metal_stack.png
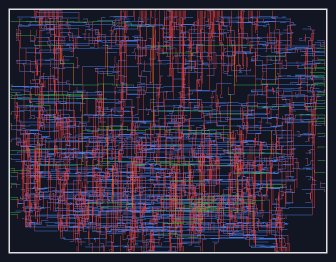
port_nets.png
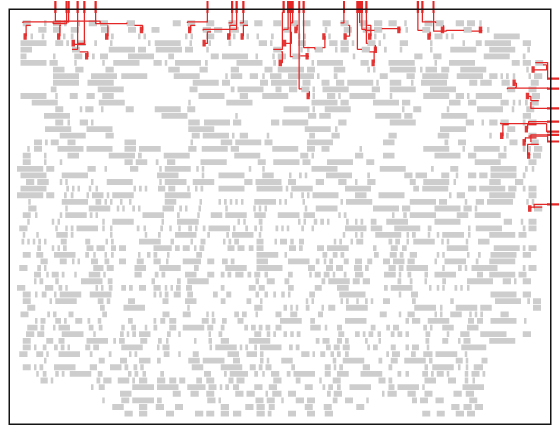
gate_families.png
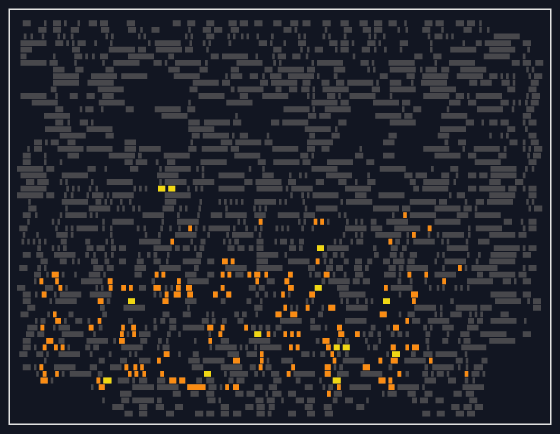
final_clocks.png
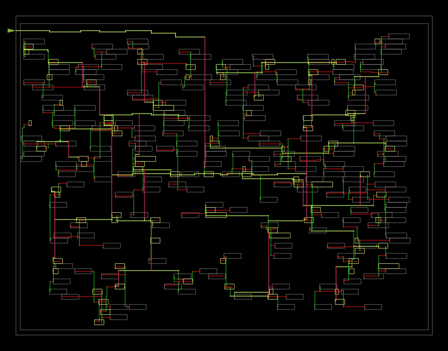
$ cat src/rtl/inst_fetch_unit.sv
// Instruction-fetch front end: PC sequencing against the instruction cache hit path,
// miss refill wait, redirect flush, and a small {pc, inst} FIFO toward decode.
module inst_fetch_unit #(
  parameter logic [31:0] RESET_PC   = 32'h0,
  parameter int          FIFO_DEPTH = 2
) (
  input  logic        clk,
  input  logic        rst,
  input  logic        redirect_valid,
  input  logic [31:0] redirect_pc,
  output logic        out_valid,
  input  logic        out_ready,
  output logic [31:0] out_pc,
  output logic [31:0] out_inst,
  output logic [2:0]  cache_command,
  output logic [31:0] cache_inst_addr,
  input  logic        cache_ready,
  input  logic        cache_hit,
  input  logic [31:0] cache_inst_rdata_cache,
  input  logic [31:0] cache_inst_rdata,
  input  logic [1:0]  cache_error,
  output logic        fetch_error
);

  localparam int PW = (FIFO_DEPTH > 1) ? $clog2(FIFO_DEPTH) : 1;
  localparam int CW = PW + 1;

  typedef enum logic [1:0] {FETCH, MISS_WAIT, ERROR} state_t;

  state_t         state;
  logic [31:0]    pc;
  logic [31:0]    miss_pc;
  logic           kill;
  logic           seen_busy;
  logic [31:0]    fifo_pc   [FIFO_DEPTH];
  logic [31:0]    fifo_inst [FIFO_DEPTH];
  logic [PW-1:0]  wr_ptr;
  logic [PW-1:0]  rd_ptr;
  logic [CW-1:0]  count;

  logic        cache_err;
  logic        issue;
  logic        complete;
  logic        push;
  logic        pop;
  logic        flush;
  logic [31:0] push_pc;
  logic [31:0] push_inst;
  logic [31:0] redirect_aligned;

  assign cache_err        = |cache_error;
  assign redirect_aligned = {redirect_pc[31:2], 2'b00};
  // Registered count gates issue so a full FIFO never issues, even when popping this cycle.
  assign issue    = !rst && (state == FETCH) && (count < CW'(FIFO_DEPTH)) && cache_ready
                    && !redirect_valid && !cache_err;
  assign complete = (state == MISS_WAIT) && seen_busy && cache_ready;
  assign flush    = redirect_valid && (state != ERROR) && !cache_err;
  assign push     = !cache_err && ((issue && cache_hit) || (complete && !kill && !redirect_valid));
  assign push_pc   = (state == MISS_WAIT) ? miss_pc : pc;
  assign push_inst = (state == MISS_WAIT) ? cache_inst_rdata : cache_inst_rdata_cache;
  assign pop       = out_valid && out_ready;

  assign out_valid       = (count != '0);
  assign out_pc          = out_valid ? fifo_pc[rd_ptr]   : 32'h0;
  assign out_inst        = out_valid ? fifo_inst[rd_ptr] : 32'h0;
  assign cache_command   = issue ? 3'd1 : 3'd0;
  assign cache_inst_addr = pc;

  always_ff @(posedge clk) begin
    if (push) begin
      fifo_pc[wr_ptr]   <= push_pc;
      fifo_inst[wr_ptr] <= push_inst;
    end
  end

  always_ff @(posedge clk or posedge rst) begin
    if (rst) begin
      state       <= FETCH;
      pc          <= RESET_PC;
      miss_pc     <= RESET_PC;
      kill        <= 1'b0;
      seen_busy   <= 1'b0;
      fetch_error <= 1'b0;
      wr_ptr      <= '0;
      rd_ptr      <= '0;
      count       <= '0;
    end else begin
      if (flush) begin
        wr_ptr <= '0;
        rd_ptr <= '0;
        count  <= '0;
      end else begin
        if (push) wr_ptr <= wr_ptr + PW'(1);
        if (pop)  rd_ptr <= rd_ptr + PW'(1);
        case ({push, pop})
          2'b10:   count <= count + CW'(1);
          2'b01:   count <= count - CW'(1);
          default: count <= count;
        endcase
      end

      case (state)
        FETCH: begin
          if (cache_err) begin
            state       <= ERROR;
            fetch_error <= 1'b1;
          end else if (redirect_valid) begin
            pc <= redirect_aligned;
          end else if (issue) begin
            if (cache_hit) begin
              pc <= pc + 32'd4;
            end else begin
              miss_pc   <= pc;
              seen_busy <= 1'b0;
              kill      <= 1'b0;
              state     <= MISS_WAIT;
            end
          end
        end
        MISS_WAIT: begin
          if (cache_err) begin
            state       <= ERROR;
            fetch_error <= 1'b1;
          end else begin
            if (!cache_ready) seen_busy <= 1'b1;
            if (redirect_valid) pc <= redirect_aligned;
            // A killed refill leaves pc at the last redirect target.
            if (complete) begin
              state <= FETCH;
              if (!kill && !redirect_valid) pc <= miss_pc + 32'd4;
            end else if (redirect_valid) begin
              kill <= 1'b1;
            end
          end
        end
        default: begin
          state       <= ERROR;
          fetch_error <= 1'b1;
        end
      endcase
    end
  end

endmodule
$ cat config.mk
export PLATFORM = sky130hd
export DESIGN_NAME = inst_fetch_unit
export DESIGN_NICKNAME = d
export VERILOG_FILES = /design/src/rtl/inst_fetch_unit.sv
export SDC_FILE = /design/constraint.sdc
export NUM_CORES = 1
export LEC_CHECK = 0
export ABC_AREA = 0
export CAP_MARGIN = 15
export CELL_PAD_IN_SITES_DETAIL_PLACEMENT = 1
export CELL_PAD_IN_SITES_GLOBAL_PLACEMENT = 1
export CORE_AREA = 2 2 220 168
export CTS_BUF_LIST = sky130_fd_sc_hd__clkbuf_4 sky130_fd_sc_hd__clkbuf_8
export CTS_CLUSTER_DIAMETER = 30
export DETAILED_ROUTE_END_ITERATION = 6
export DIE_AREA = 0 0 222 170
export PLACE_DENSITY_LB_ADDON = 0.1
export SETUP_SLACK_MARGIN = 0.1
export SLEW_MARGIN = 20
export SYNTH_ARGS = -nofsm -noshare
export SYNTH_HDL_FRONTEND = slang
export SYNTH_SLANG_ARGS = --single-unit
$ cat constraint.sdc
create_clock -name clk -period 12.6 [get_ports clk]
set_input_delay 3.78 -clock clk [delete_from_list [all_inputs] [get_ports clk]]
set_output_delay 3.78 -clock clk [all_outputs]
set_load 0.03 [all_outputs]
==> results.json <==
{
  "synth-main-ff-cell": "edfxtp_1",
  "top_area_share_pct": 36.4,
  "ys_sh_adder_pct": 0.237,
  "p_leak_uw": 0.00535,
  "min_period_ps": 9710,
  "comb_share_pct": 32.3,
  "ctsHtreeMaxLevel": 2,
  "die_w_um": 222,
  "ant_nets": 0,
  "buffers": 213,
  "tns_ps": 0,
  "cpPeakStageDelay_ps": 700,
  "final_common_cell": "nand2_1",
  "antenna_found_initial": 1,
  "hp-class": "flop to flop",
  "cp-startpoint": "cache_error[1]",
  "num_tap_cells": 465,
  "cts_root_buf": "clkbuf_8",
  "ys_seq_share_pct": 53.7,
  "post_cts_buffers": 0,
  "grt_first_pass_wirelength_mm": 56.1,
  "yosysTopAreaCell": "edfxtp_1",
  "crit_buf_inv": 3,
  "fp.coreArea_mm2": 0.0355,
  "critPathCapture": "cache_command[0]",
  "via_per_inst": 5.00,
  "cp_cell_sequence": "clkdlybuf4s50_1 -> nor3_2 -> inv_2 -> nor3_2 -> clkdlybuf4s50_1",
  "end_kind": "primary output",
  "cts_tree": "built",
  "grt_usage_pct": 19.2,
  "hold_depth": 1,
  "status": "complete, no violations",
  "wl_per_cell_um": 20.1,
  "clock_area_share_pct": 8.19,
  "synth-seq-cells": 201,
  "warnings": 28,
  "clk_pin_slew_ps": 40,
  "die_area_mm2": 0.0377,
  "setup_violations": 0,
  "post-dp-hpwl_mm": 23.9,
  "hp-start": "fetch_error",
  "antenna_cells": 0,
  "period_used_pct": 77.1,
  "sh_seq_area_pct": 40.2,
  "worst_r2r_endpoint": "fifo_inst[1][23]",
  "xor_area_share_pct": 3.07,
  "final_nets": 1403,
  "synthDistinctLibCells": 65,
  "min_to": "fetch_error",
  "synthAoiAreaFrac_pct": 8.83,
  "port_buffers": 200,
  "drt_wl_total_mm": 36.3,
  "fin_ws_ps": 2890,
  "cts_max_path_buffers": 3,
  "comb.multi_input.count": 816,
  "cpLargestDelayFamily": "buffers and inverters",
  "cp.required_ps": 8820,
  "yosys_cells": 1106,
  "startpoint_type": "primary input",
  "flops": 201,
  "ir_drop_v": 0.0000611,
  "cp_slowest_cell": "clkdlybuf4s50_1",
  "cts_resized": 0,
  "initCoreUtil_pct": 29.7,
  "routed-via-count": 9015,
  "cp.depth": 5,
  "worst_pin_slew_ps": 1080,
  "reg2regPathDepth": 8,
  "fin_area_mm2": 0.0141,
  "top_cells_by_area": "edfxtp_1 (36%), dfrtp_1 (17%), nand2_1 (12%), mux2i_1 (7.4%), nor2_1 (3.6%)",
  "inv_count": 13,
  "cts_buffers": 52,
  "drc": 0,
  "grt-ovfl-total": 0,
  "drive_above_1_share_pct": 9.12,
  "post_dp_cell_area_mm2": 0.0130,
  "first_pass_iters": 5,
  "cp.arrival_ps": 5930,
  "critical_path_class": "primary input to primary output",
  "edf_count": 128,
  "syn-cell-area_mm2": 0.0106,
  "relSlewSlack_pct": 28.0,
  "utilization_pct": 39.8,
  "fin_hold_ws_ps": 461,
  "drt_iter0_markers": 401,
  "largestClassByArea": "sequential cells",
  "simple_gate_share_pct": 22.9,
  "grt_pass1_vias": 9169,
  "clock_buffer_count": 68,
  "grt_max_degree": 80,
  "cap_violations": 0,
  "final-nonclk-buf-share_pct": 14.9,
  "power_density_mw_per_mm2": 122,
  "reg_top3": "fifo_inst (64), fifo_pc (64)",
  "fillCellCount": 3994,
  "combGateArea_mm2": 0.00457,
  "fmax_mhz": 103,
  "syn_avg_cell_area_um2": 9.54,
  "ios": 205,
  "rows": 60,
  "dp.cells": 1708,
  "r2r_setup_slack_ps": 8800,
  "pre_cts_slack_ps": 2840,
  "reg2reg_from": "state[0]",
  "stdcell_count": 1802,
  "yosys_area_mm2": 0.0106,
  "synthTopLogicFamily": "simple AND/OR/NAND/NOR gates",
  "finalMaxSlewViolations": 0,
  "hold_viol_final": 0,
  "synth_warnings": 0,
  "gp_congestion": 0.824,
  "dieHeight_um": 170,
  "rsz0062_at_grt": "false",
  "async_flop_share_pct": 36.3,
  "ys_sh_mux_pct": 7.61,
  "final_layout_top_logic_cells": "nand2_1 (324), clkdlybuf4s50_1 (199), edfxtp_1 (128)",
  "flop_area_mm2": 0.00567,
  "critPathMaxFanout": 10,
  "synth_cells": 1106,
  "fin_worst_skew_ps": 39.4,
  "areaGrowthSynthToFinish_pct": 33.8,
  "p_total_uw": 1720,
  "postCtsHoldBufs": 0
}
-- metal_stack.png (at the start) --
- met1: blue (wire length 17000 um)
- met4: orange (wire length 599 um)
- met3: green (wire length 1830 um)
- met2: red (wire length 16900 um)

-- port_nets.png (at the start) --
- `cache_inst_rdata_cache`: red (bits 32; direction input; edge 24 top, 8 right; end cells 32; buffers 32; wire 632 um)

-- gate_families.png (at the start) --
- inverting AOI/OAI gates: orange (cells 136; most used o21ai_0; where a horizontal strip, bottom)
- AND-OR and OR-AND gates: yellow (cells 13)

-- final_clocks.png (at the start) --
CTS sink cnt: 201
clk ins delay skew pair: 600 ps
clk pwr: 909 uW

==> report_power, final <==
group          switching (uW)  internal, uW  total (uW)
registers                10.9           706         717
logic                    45.8          48.1        93.8
clock network             336           573         909
==> layer usage <==
metal	track usage, %	routed length, um
met5	0	0
met4	5.08	599
met3	4.28	1830
met2	30.9	16900
met1	26.2	17000
==> cells in the mapped netlist, drive strengths merged, types with 10 or more instances <==
cell and instances:
xor2 15, xnor2 22, buf 37, nand2 324
a31oi 11, nand3 27, mux2i 78, dfrtp 73
edfxtp 128, and3 11, nand4 19, a21oi 30
inv 13, o211ai 10, o21ai 53, nor3 16
nor4 10, clkbuf 40, nor2 102
Power figures rest on the tool's default switching activity, not on a simulated workload.
